==> src/rtl/serial_add_sequencer_pkg.sv <==
// Shared types and default sizing for the slice-serial adder/subtractor.
package serial_add_sequencer_pkg;

    typedef enum logic [1:0] {
        IDLE = 2'd0,
        RUN  = 2'd1,
        DONE = 2'd2
    } state_t;

    localparam int DEFAULT_WIDTH = 32;
    localparam int DEFAULT_SLICE = 4;

endpackage

==> src/rtl/serial_add_sequencer_adder_slice.sv <==
// Combinational SLICE-bit ripple adder; also exposes the carry into its MSB
// so the sequencer can derive signed overflow on the final slice.
module adder_slice
    import serial_add_sequencer_pkg::*;
#(
    parameter int SLICE = DEFAULT_SLICE
) (
    input  logic [SLICE-1:0] a,
    input  logic [SLICE-1:0] b,
    input  logic             cin,
    output logic [SLICE-1:0] s,
    output logic             cout,
    output logic             c_msb
);

    logic [SLICE:0] c;

    assign c[0] = cin;

    generate
        for (genvar gi = 0; gi < SLICE; gi++) begin : g_bit
            assign s[gi]    = a[gi] ^ b[gi] ^ c[gi];
            assign c[gi+1]  = (a[gi] & b[gi]) | (c[gi] & (a[gi] ^ b[gi]));
        end
    endgenerate

    assign cout  = c[SLICE];
    assign c_msb = c[SLICE-1];

endmodule

==> src/rtl/serial_add_sequencer.sv <==
// Slice-serial adder/subtractor: captures operands, adds SLICE bits per cycle
// over WIDTH/SLICE cycles, then holds the result until the consumer takes it.
module serial_add_sequencer
    import serial_add_sequencer_pkg::*;
#(
    parameter int WIDTH = DEFAULT_WIDTH,
    parameter int SLICE = DEFAULT_SLICE
) (
    input  logic             clk,
    input  logic             rst,
    input  logic             in_valid,
    output logic             in_ready,
    input  logic [WIDTH-1:0] a,
    input  logic [WIDTH-1:0] b,
    input  logic             sub,
    output logic             out_valid,
    input  logic             out_ready,
    output logic [WIDTH-1:0] sum,
    output logic             carry_out,
    output logic             overflow
);

    localparam int N     = WIDTH / SLICE;
    localparam int IDX_W = (N > 1) ? $clog2(N) : 1;

    generate
        if (SLICE <= 0 || WIDTH < SLICE || (WIDTH % SLICE) != 0) begin : g_bad_params
            $error("serial_add_sequencer: WIDTH must be a positive multiple of SLICE");
        end
    endgenerate

    state_t             state_reg;
    logic [IDX_W-1:0]   idx_reg;
    logic               carry_reg;
    logic [WIDTH-1:0]   a_reg;
    logic [WIDTH-1:0]   b_reg;
    logic               sub_reg;
    logic [WIDTH-1:0]   sum_reg;
    logic [WIDTH-1:0]   sum_next;
    logic               carry_out_reg;
    logic               overflow_reg;

    logic [SLICE-1:0]   a_slices [N];
    logic [SLICE-1:0]   b_slices [N];
    logic [SLICE-1:0]   slice_a;
    logic [SLICE-1:0]   slice_b;
    logic [SLICE-1:0]   slice_s;
    logic               slice_cout;
    logic               slice_c_msb;
    logic               last_slice;

    generate
        for (genvar gi = 0; gi < N; gi++) begin : g_slice_mux
            assign a_slices[gi] = a_reg[gi*SLICE +: SLICE];
            assign b_slices[gi] = b_reg[gi*SLICE +: SLICE];
        end
    endgenerate

    // Subtraction is a + ~b + 1; the +1 comes from the carry seeded with sub.
    assign slice_a    = a_slices[idx_reg];
    assign slice_b    = b_slices[idx_reg] ^ {SLICE{sub_reg}};
    assign last_slice = (idx_reg == IDX_W'(N - 1));

    adder_slice #(
        .SLICE (SLICE)
    ) u_adder_slice (
        .a     (slice_a),
        .b     (slice_b),
        .cin   (carry_reg),
        .s     (slice_s),
        .cout  (slice_cout),
        .c_msb (slice_c_msb)
    );

    always_comb begin
        sum_next = sum_reg;
        for (int i = 0; i < N; i++) begin
            if (idx_reg == IDX_W'(i)) begin
                sum_next[i*SLICE +: SLICE] = slice_s;
            end
        end
    end

    always_ff @(posedge clk) begin
        if (rst) begin
            state_reg     <= IDLE;
            idx_reg       <= '0;
            carry_reg     <= 1'b0;
            a_reg         <= '0;
            b_reg         <= '0;
            sub_reg       <= 1'b0;
            sum_reg       <= '0;
            carry_out_reg <= 1'b0;
            overflow_reg  <= 1'b0;
        end else begin
            case (state_reg)
                IDLE: begin
                    if (in_valid) begin
                        a_reg     <= a;
                        b_reg     <= b;
                        sub_reg   <= sub;
                        carry_reg <= sub;
                        idx_reg   <= '0;
                        state_reg <= RUN;
                    end
                end
                RUN: begin
                    sum_reg   <= sum_next;
                    carry_reg <= slice_cout;
                    idx_reg   <= idx_reg + 1'b1;
                    if (last_slice) begin
                        carry_out_reg <= slice_cout;
                        overflow_reg  <= slice_cout ^ slice_c_msb;
                        state_reg     <= DONE;
                    end
                end
                DONE: begin
                    if (out_ready) begin
                        state_reg <= IDLE;
                    end
                end
                default: state_reg <= IDLE;
            endcase
        end
    end

    assign in_ready  = (state_reg == IDLE);
    assign out_valid = (state_reg == DONE);
    assign sum       = sum_reg;
    assign carry_out = carry_out_reg;
    assign overflow  = overflow_reg;

endmodule

==> config.mk <==
export PLATFORM = sky130hd
export DESIGN_NAME = serial_add_sequencer
export DESIGN_NICKNAME = d
export VERILOG_FILES = /design/src/rtl/serial_add_sequencer_pkg.sv /design/src/rtl/serial_add_sequencer_adder_slice.sv /design/src/rtl/serial_add_sequencer.sv
export SDC_FILE = /design/constraint.sdc
export NUM_CORES = 1
export LEC_CHECK = 0
export ABC_AREA = 0
export CAP_MARGIN = 20
export CORE_MARGIN = 2
export CORE_UTILIZATION = 32
export CTS_BUF_LIST = sky130_fd_sc_hd__clkbuf_16
export DETAILED_ROUTE_END_ITERATION = 10
export MAX_ROUTING_LAYER = met4
export PLACE_DENSITY = 0.58
export SYNTH_ARGS = -nofsm -noshare
export SYNTH_HDL_FRONTEND = slang
export SYNTH_SLANG_ARGS = --single-unit
==> constraint.sdc <==
create_clock -name clk -period 9.2 [get_ports clk]
set_input_delay 0.92 -clock clk [delete_from_list [all_inputs] [get_ports clk]]
set_output_delay 0.92 -clock clk [all_outputs]
set_load 0.01 [all_outputs]
Where the registers sit:
Other sequential cells in the stronger gray, the rest of the logic in the fainter gray.
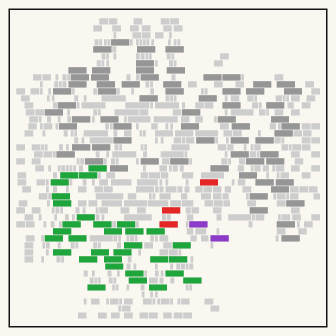
legend:
  purple:
    signal: state_reg
    sequential_cells: 2
  red:
    signal: idx_reg
    sequential_cells: 3
  green:
    signal: b_reg
    sequential_cells: 32
sequential power: 491 uW
flop share of the area: 35.6%
Final Util: 42.8%

Signal wires on met2:
Cells faint in the background.
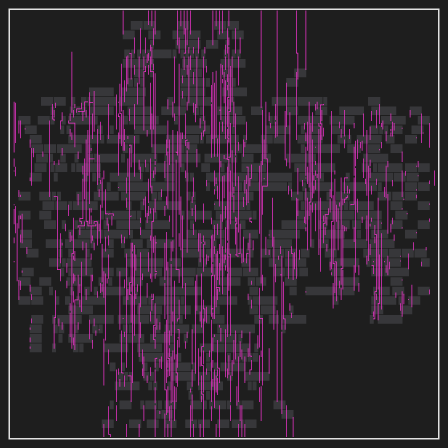
main direction: vertical
wire length on this layer: 4,950 um
WL final: 10,900 um
routing usage on met2: 23.7%

Cell placement:
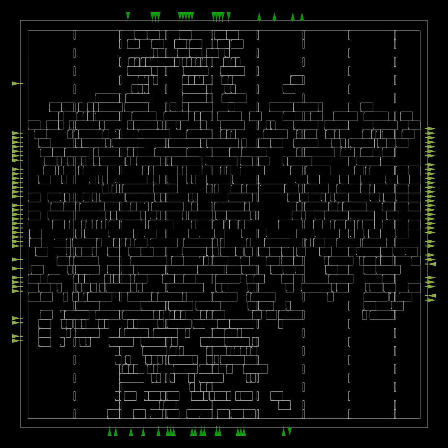
Flop Count: 105
Fill cells: 1,345
# rows: 43
Tapcells: 180
Finished Layout Cells: 763

==> flow_summary.json <==
{
  "status": "finished clean",
  "r2r-start": "idx_reg[0]",
  "postCtsSetupRepairBufs": 0,
  "dp_worst_setup_slack_ps": 5230,
  "clk-power_uw": 414,
  "finalSetupViolations": 0,
  "p_clk_share_pct": 39.9,
  "top_power_group": "sequential cells",
  "grt_max_degree": 106,
  "clk_path_buf_depth": 2,
  "grt_pass1_vias": 3455,
  "worst_setup_path_startpoint": "idx_reg[0]",
  "period_used_pct": 43.0,
  "synth-edff-count": 0,
  "overflow": 0,
  "rsz0062_at_grt": "no",
  "mostFrequentLayoutCells": "nand2_1 (139), dfxtp_1 (105), clkdlybuf4s50_1 (103)",
  "startpoint_type": "register",
  "p_per_area_nw_per_um2": 175,
  "dp_cells": 747,
  "peakVddDrop_mv": 0.0899,
  "synthArstFlopShare_pct": 0,
  "report.final.slew_viol_count": 0,
  "die_w_um": 123,
  "cts_tree": "built",
  "cts_buffers": 9,
  "layout_top_cell": "nand2_1",
  "clk_pin_slew_ps": 70,
  "cts_sinks": 105,
  "netlist.area_leader.share_pct": 46.6,
  "root_buffer": "clkbuf_16",
  "core_um2": 13800,
  "die_y_um": 123,
  "power_switching_uw": 254,
  "hold_violations": 0,
  "hp-start": "a_reg[17]",
  "area_leaders": "dfxtp_1 (47%), nand2_1 (12%), mux2i_1 (8.0%)",
  "port_buffers": 104,
  "warning_count": 32,
  "p_total_mw": 1.04,
  "via_per_inst": 4.67,
  "yosysWarnings": 0,
  "combPwrFrac_pct": 12.8,
  "seq_power_share_pct": 47.3,
  "critical_path_arrival_ps": 4150,
  "ys_area_um2": 4510,
  "min_path_type": "register to register",
  "boundaryPins": 105,
  "max_freq_ghz": 0.252,
  "p_leak_nw": 2.14,
  "cts_resized": 0,
  "end_kind": "register",
  "swShare_pct": 24.5,
  "whs_ps": 453,
  "syn_area_um2": 4510,
  "worstSkewPairLatency_ps": 340,
  "syn_area_per_cell_um2": 8.95,
  "final_layout_size_suffix_gt1_share_pct": 4.97,
  "min_period_ps": 3960,
  "drtIter0Drc": 251,
  "top_cells_by_count": "nand2_1 (139), dfxtp_1 (105), a21oi_1 (68)",
  "postSynthSeqShare_pct": 46.6,
  "worst_pin_slew_ps": 1090
}
-- cells by family after synthesis --
family	after synthesis	share of synthesized area, %
simple gates	194	17.7
flops	105	46.6
compound gates	87	10.6
buf+inv	55	5.99
mux	48	14.6
fa+ha+maj	10	3.44
xor+xnor	5	0.971
-- stage by stage --
step | area [um2] | utilization [%]
2_1_floorplan | 4510 | -
3_5_place_dp | 5590 | 40.4
5_1_grt | 5910 | 42.8
3_3_place_gp | 5590 | 40.4
6_report | 5910 | 42.8
4_1_cts | 5910 | 42.8
-- per-layer routing --
layer / vias up / wire length [um] / track usage (%)
met5: - / 0 / -
met4: 0 / 140 / 4.09
met3: 13 / 532 / 3.67
met2: 93 / 4950 / 23.7
met1: 1634 / 5250 / 19.9
li1: 1827 / - / -
-- area by class of cell --
| class | count | area [um2] | area share, % |
|---|---|---|---|
| clock inverter | 7 | 101 | 1.71 |
| tap | 180 | 225 | 3.81 |
| sequential | 105 | 2100 | 35.6 |
| clock buffer | 9 | 225 | 3.81 |
| inverter | 8 | 30.0 | 0.508 |
| multi-input combinational | 344 | 2140 | 36.3 |
| timing repair buffer | 110 | 1080 | 18.3 |
-- critical path: stages, from the launching register on --
cell and delay [ps]:
dfxtp_1 1000, mux2i_1 190, mux4_2 510, xor2_1 170
fa_1 380, inv_1 90, fa_1 160, inv_1 50
fa_1 390, inv_1 80, fa_1 520, mux2i_1 200
nor2_1 60
-- worst paths after layout --
| path | endpoint | slack [ps] | cells past startpoint |
|---|---|---|---|
| max | sum[11] | 5240 | 12 |
| min | a_reg[17] | 450 | 2 |
| max reg2reg | sum[11] | 5240 | 12 |
| min reg2reg | a_reg[17] | 450 | 2 |
Power figures rest on the tool's default switching activity, not on a simulated workload.
